<file path="config.mk">
export PLATFORM = sky130hd
export DESIGN_NAME = updown_counter_display
export DESIGN_NICKNAME = d
export VERILOG_FILES = /design/src/rtl/counter_display_pkg.sv /design/src/rtl/btn_conditioner.sv /design/src/rtl/updown_counter_display.sv
export SDC_FILE = /design/constraint.sdc
export NUM_CORES = 1
export LEC_CHECK = 0
export ABC_AREA = 1
export ABC_CLOCK_PERIOD_IN_PS = 3080
export CAP_MARGIN = 20
export CELL_PAD_IN_SITES_DETAIL_PLACEMENT = 1
export CELL_PAD_IN_SITES_GLOBAL_PLACEMENT = 1
export CORE_ASPECT_RATIO = 1.75
export CORE_MARGIN = 8
export CORE_UTILIZATION = 43
export CTS_CLUSTER_DIAMETER = 80
export DETAILED_ROUTE_END_ITERATION = 10
export HOLD_SLACK_MARGIN = 0.12
export PLACE_DENSITY = 0.87
export SLEW_MARGIN = 10
export SYNTH_ARGS = -nofsm -noshare
export SYNTH_HDL_FRONTEND = slang
export SYNTH_SLANG_ARGS = --single-unit
</file>
<file path="constraint.sdc">
create_clock -name clk -period 3.08 [get_ports clk]
set_input_delay 0.308 -clock clk [delete_from_list [all_inputs] [get_ports clk]]
set_output_delay 0.308 -clock clk [all_outputs]
set_load 0.005 [all_outputs]
</file>
<file path="src/rtl/counter_display_pkg.sv">
// Shared 7-segment glyph constants and the hex-digit encoder for the counter display.
// Segment order is {g,f,e,d,c,b,a}; a segment is lit when its bit is 0.
package counter_display_pkg;

    localparam logic [6:0] SEG_0     = 7'b1000000;
    localparam logic [6:0] SEG_1     = 7'b1111001;
    localparam logic [6:0] SEG_2     = 7'b0100100;
    localparam logic [6:0] SEG_3     = 7'b0110000;
    localparam logic [6:0] SEG_4     = 7'b0011001;
    localparam logic [6:0] SEG_5     = 7'b0010010;
    localparam logic [6:0] SEG_6     = 7'b0000010;
    localparam logic [6:0] SEG_7     = 7'b1111000;
    localparam logic [6:0] SEG_8     = 7'b0000000;
    localparam logic [6:0] SEG_9     = 7'b0010000;
    localparam logic [6:0] SEG_A     = 7'b0001000;
    localparam logic [6:0] SEG_B     = 7'b0000011;
    localparam logic [6:0] SEG_C     = 7'b1000110;
    localparam logic [6:0] SEG_D     = 7'b0100001;
    localparam logic [6:0] SEG_E     = 7'b0000110;
    localparam logic [6:0] SEG_F     = 7'b0001110;
    localparam logic [6:0] SEG_BLANK = 7'b1111111;

    // Map one hex digit to its active-low glyph.
    function automatic logic [6:0] seg_encode(input logic [3:0] digit);
        logic [6:0] glyph;
        case (digit)
            4'h0:    glyph = SEG_0;
            4'h1:    glyph = SEG_1;
            4'h2:    glyph = SEG_2;
            4'h3:    glyph = SEG_3;
            4'h4:    glyph = SEG_4;
            4'h5:    glyph = SEG_5;
            4'h6:    glyph = SEG_6;
            4'h7:    glyph = SEG_7;
            4'h8:    glyph = SEG_8;
            4'h9:    glyph = SEG_9;
            4'hA:    glyph = SEG_A;
            4'hB:    glyph = SEG_B;
            4'hC:    glyph = SEG_C;
            4'hD:    glyph = SEG_D;
            4'hE:    glyph = SEG_E;
            4'hF:    glyph = SEG_F;
            default: glyph = SEG_BLANK;
        endcase
        return glyph;
    endfunction

endpackage

</file>
<file path="src/rtl/btn_conditioner.sv">
// Push-button conditioner: 2-flop synchroniser, stability-count debouncer,
// press-edge detector and hold-to-repeat generator. step is a one-cycle pulse.
module btn_conditioner #(
    parameter int DEBOUNCE_CYCLES = 50000,
    parameter int REPEAT_DELAY    = 25000000,
    parameter int REPEAT_PERIOD   = 5000000
) (
    input  logic clk,
    input  logic reset,
    input  logic btn_n,
    output logic step
);

    localparam int DB_W   = $clog2(DEBOUNCE_CYCLES + 1);
    localparam int RP_MAX = (REPEAT_DELAY > REPEAT_PERIOD) ? REPEAT_DELAY : REPEAT_PERIOD;
    localparam int RP_W   = $clog2(RP_MAX + 1);

    localparam logic [DB_W-1:0] DB_LAST     = DB_W'(DEBOUNCE_CYCLES - 1);
    localparam logic [RP_W-1:0] DELAY_LAST  = RP_W'(REPEAT_DELAY - 1);
    localparam logic [RP_W-1:0] PERIOD_LAST = RP_W'(REPEAT_PERIOD - 1);

    logic [1:0]      sync_q;
    logic            synced;
    logic [DB_W-1:0] db_cnt;
    logic            level;
    logic            press;
    logic [RP_W-1:0] rep_cnt;
    logic            repeating;
    logic            rep_step;

    assign synced = sync_q[1];

    // Bring the asynchronous button level into the clock domain; idles released.
    // NOTE: sequential state uses non-blocking (<=) so every flop samples pre-edge values.
    always_ff @(posedge clk) begin
        if (!reset) sync_q <= 2'b11;
        else        sync_q <= {sync_q[0], btn_n};
    end

    // Accept a new level only after it has differed for DEBOUNCE_CYCLES edges; flag presses.
    always_ff @(posedge clk) begin
        if (!reset) begin
            db_cnt <= '0;
            level  <= 1'b1;
            press  <= 1'b0;
        end else begin
            press <= 1'b0;
            if (synced == level) begin
                db_cnt <= '0;
            end else if (db_cnt == DB_LAST) begin
                db_cnt <= '0;
                level  <= synced;
                // Mismatch with level==1 means the button has just gone down.
                press  <= level;
            end else begin
                db_cnt <= db_cnt + 1'b1;
            end
        end
    end

    // While held, emit one step after the initial delay, then one per repeat period.
    always_ff @(posedge clk) begin
        if (!reset) begin
            rep_cnt   <= '0;
            repeating <= 1'b0;
            rep_step  <= 1'b0;
        end else begin
            rep_step <= 1'b0;
            if (level || REPEAT_DELAY == 0) begin
                rep_cnt   <= '0;
                repeating <= 1'b0;
            end else if (rep_cnt == (repeating ? PERIOD_LAST : DELAY_LAST)) begin
                rep_cnt   <= '0;
                repeating <= 1'b1;
                rep_step  <= 1'b1;
            end else begin
                rep_cnt <= rep_cnt + 1'b1;
            end
        end
    end

    assign step = press | rep_step;

endmodule

</file>
<file path="src/rtl/updown_counter_display.sv">
// Multi-digit up/down counter with per-digit radix, driven by two debounced
// push-buttons, with a registered wrap pulse and active-low 7-segment outputs.
module updown_counter_display
    import counter_display_pkg::*;
#(
    parameter int DIGITS          = 4,
    parameter int MODULUS         = 10,
    parameter int DEBOUNCE_CYCLES = 50000,
    parameter int REPEAT_DELAY    = 25000000,
    parameter int REPEAT_PERIOD   = 5000000,
    parameter bit LZ_BLANK        = 1'b0
) (
    input  logic                  clk,
    input  logic                  reset,
    input  logic                  inc_n,
    input  logic                  dec_n,
    output logic [4*DIGITS-1:0]   value,
    output logic [7*DIGITS-1:0]   seg,
    output logic                  wrap
);

    localparam logic [3:0] DIGIT_MAX = 4'(MODULUS - 1);

    logic                inc_step;
    logic                dec_step;
    logic [4*DIGITS-1:0] next_value;
    logic                next_wrap;
    logic                carry;
    logic                borrow;
    logic [3:0]          digit;
    logic [3:0]          shown;
    logic                blank_run;

    btn_conditioner #(
        .DEBOUNCE_CYCLES (DEBOUNCE_CYCLES),
        .REPEAT_DELAY    (REPEAT_DELAY),
        .REPEAT_PERIOD   (REPEAT_PERIOD)
    ) u_inc_btn (
        .clk   (clk),
        .reset (reset),
        .btn_n (inc_n),
        .step  (inc_step)
    );

    btn_conditioner #(
        .DEBOUNCE_CYCLES (DEBOUNCE_CYCLES),
        .REPEAT_DELAY    (REPEAT_DELAY),
        .REPEAT_PERIOD   (REPEAT_PERIOD)
    ) u_dec_btn (
        .clk   (clk),
        .reset (reset),
        .btn_n (dec_n),
        .step  (dec_step)
    );

    // Ripple carry/borrow through all digits in one cycle; a carry or borrow out of the top digit is a wrap.
    always_comb begin
        // NOTE: every combinational output gets a default first so no path leaves it unassigned (no latch).
        next_value = value;
        digit      = '0;
        // NOTE: blocking (=) here is deliberate: carry/borrow must be seen updated by the next loop iteration.
        carry      = inc_step & ~dec_step;
        borrow     = dec_step & ~inc_step;
        for (int i = 0; i < DIGITS; i++) begin
            digit = value[4*i +: 4];
            if (carry) begin
                if (digit == DIGIT_MAX) begin
                    next_value[4*i +: 4] = 4'd0;
                end else begin
                    next_value[4*i +: 4] = digit + 4'd1;
                    carry                = 1'b0;
                end
            end else if (borrow) begin
                if (digit == 4'd0) begin
                    next_value[4*i +: 4] = DIGIT_MAX;
                end else begin
                    next_value[4*i +: 4] = digit - 4'd1;
                    borrow               = 1'b0;
                end
            end
        end
        next_wrap = carry | borrow;
    end

    // Digit register and wrap flag; wrap rises on the same edge as the wrapped value.
    // NOTE: the digit array is a handful of flops, not RAM, so it is reset along with everything else.
    always_ff @(posedge clk) begin
        if (!reset) begin
            value <= '0;
            wrap  <= 1'b0;
        end else begin
            value <= next_value;
            wrap  <= next_wrap;
        end
    end

    // Encode each digit, blanking zeros above the most significant non-zero digit when enabled.
    always_comb begin
        seg       = '1;
        shown     = '0;
        blank_run = 1'b1;
        for (int i = DIGITS - 1; i >= 0; i--) begin
            shown = value[4*i +: 4];
            if (LZ_BLANK && blank_run && shown == 4'd0 && i != 0) begin
                seg[7*i +: 7] = SEG_BLANK;
            end else begin
                seg[7*i +: 7] = seg_encode(shown);
                blank_run     = 1'b0;
            end
        end
    end

endmodule

</file>
==> out/qor.csv <==
stage;metric;value;unit
clock_tree;Insertion Delay late pin;0.43;ns
timing;fin crit period;2.67;ns
pwr;Top Consumer;the clock network;
synthesis;Floorplan Nets;1050;
synthesis;sequential fraction of the synthesis area;0.387;
finish;final non-filler cell total;1313;
timing;slew margin rel.;0.431;
placed_design;DPL Wire Length;14.8;mm
pwr;Logic pwr share;0.007;
status;status;finished, final reports clean;
pwr;sw power;910;µW
route;wl on met1;7.29;mm
critical_path;CP Launch Type;flop;
route;DR pass1 iterations;4;
route;met2 wire length;11.9;mm
synthesis;Post-Synthesis Cells;1017;
clock_tree;Num CTS Buffers;17;
critical_path;Worst EP required;3.40;ns
timing;Setup WS post-layout;0.410;ns
synthesis;Netlist cell types;39;
clock_tree;clock tree buffer depth;2;
synthesis;fraction of registers with async set/reset;0;
critical_path;FF-to-FF path depth;16;
min_path;min-delay src;u_inc_btn.sync_q[0]$_SDFF_PN1_;
route;Met3 Wirelength;426;µm
timing;endpoints failing setup;0;
pwr;Internal;2.89;mW
final cells by class:
cell class | count | area, µm² | area share
well taps | 224 | 280 | 0.0330
inverters | 134 | 503 | 0.0592
multi-input cells | 733 | 3850 | 0.454
clock inverters | 14 | 128 | 0.0150
clock buffers | 18 | 439 | 0.0517
repair buffers | 51 | 503 | 0.0592
flip-flops and latches | 139 | 2780 | 0.328
Yosys cell counts, types with 14 or more instances:
cell type	instances
nor3_1	34
nand4_1	32
dfxtp_1	139
ha_1	29
nand3_1	83
nor3b_1	17
nand2_1	242
or2_2	14
xor2_1	22
a21oi_1	34
nor2_1	115
o21ai_0	38
inv_1	123
worst max-delay path, cell delays in order (launching register included):
cell and delay, ns:
dfxtp_1 0.30, nor2_1 0.14, ha_1 0.29, nand2_2 0.13, nor2_8 0.22, nand2_2 0.12, nand2_2 0.11, nand2_4 0.08
nand2_2 0.13, nand2_1 0.08, nand3_1 0.20, inv_1 0.13, ha_1 0.30, inv_1 0.07, nand4_1 0.09, nand3_1 0.10
nand2_1 0.06
cell families after synthesis:
kind of cell,Yosys count,share of synthesized area
simple gates,580,0.377
xor+xnor,32,0.0389
flops,139,0.387
compound gates,92,0.0692
fa+ha+maj,29,0.0504
buf+inv,145,0.0780
worst max path at each step:
stage / to / slack [ns]
5_1_grt: seg[24]$_DFF_P_ / 0.14
6_report: seg[24]$_DFF_P_ / 0.41
3_5_place_dp: seg[24]$_DFF_P_ / 0.40
3_3_place_gp: seg[24]$_DFF_P_ / 0.52
2_1_floorplan: seg[24]$_DFF_P_ / 0.72
4_1_cts: seg[24]$_DFF_P_ / 0.39
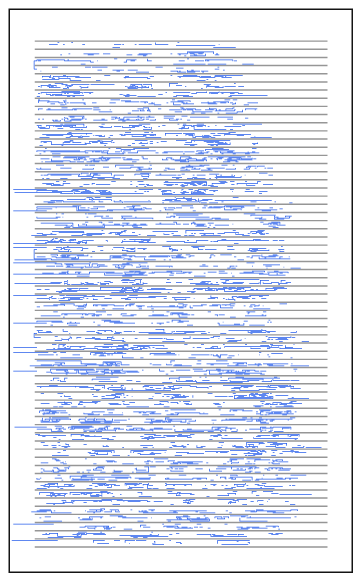
(the metal 1 layer)
(3 px per µm) Supply wires on this layer in grey.
wire length on this layer: 7290 µm
nets with wire on the layer: 1043

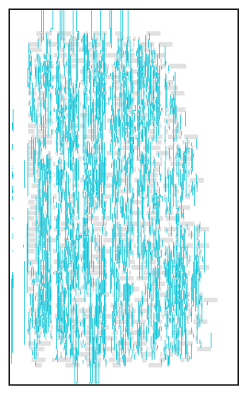
(signal wires on met2)
(2 px per µm)
wire length on this layer: 11900 µm
main direction: vertical
share of all routed wire: 59%

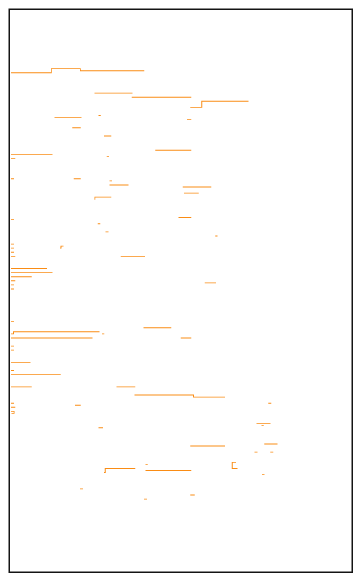
(met3 routing)
(3 px per µm)
main direction: horizontal
nets with wire on the layer: 46
wire length on this layer: 426 µm
share of all routed wire: 2.1%

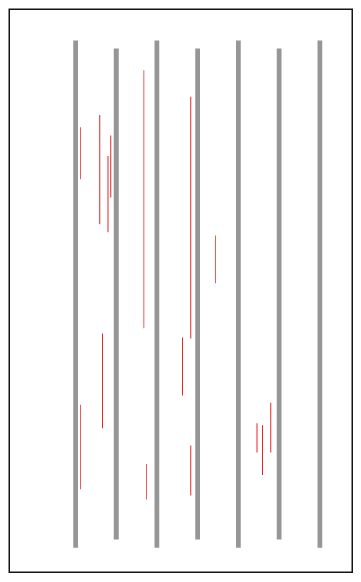
(M4 wires)
(3 px per µm) Supply wires on this layer in grey.
nets with wire on the layer: 13
share of all routed wire: 2.1%
main direction: vertical
longest straight run: 85.7 µm

Power and IR drop assume default switching activity.
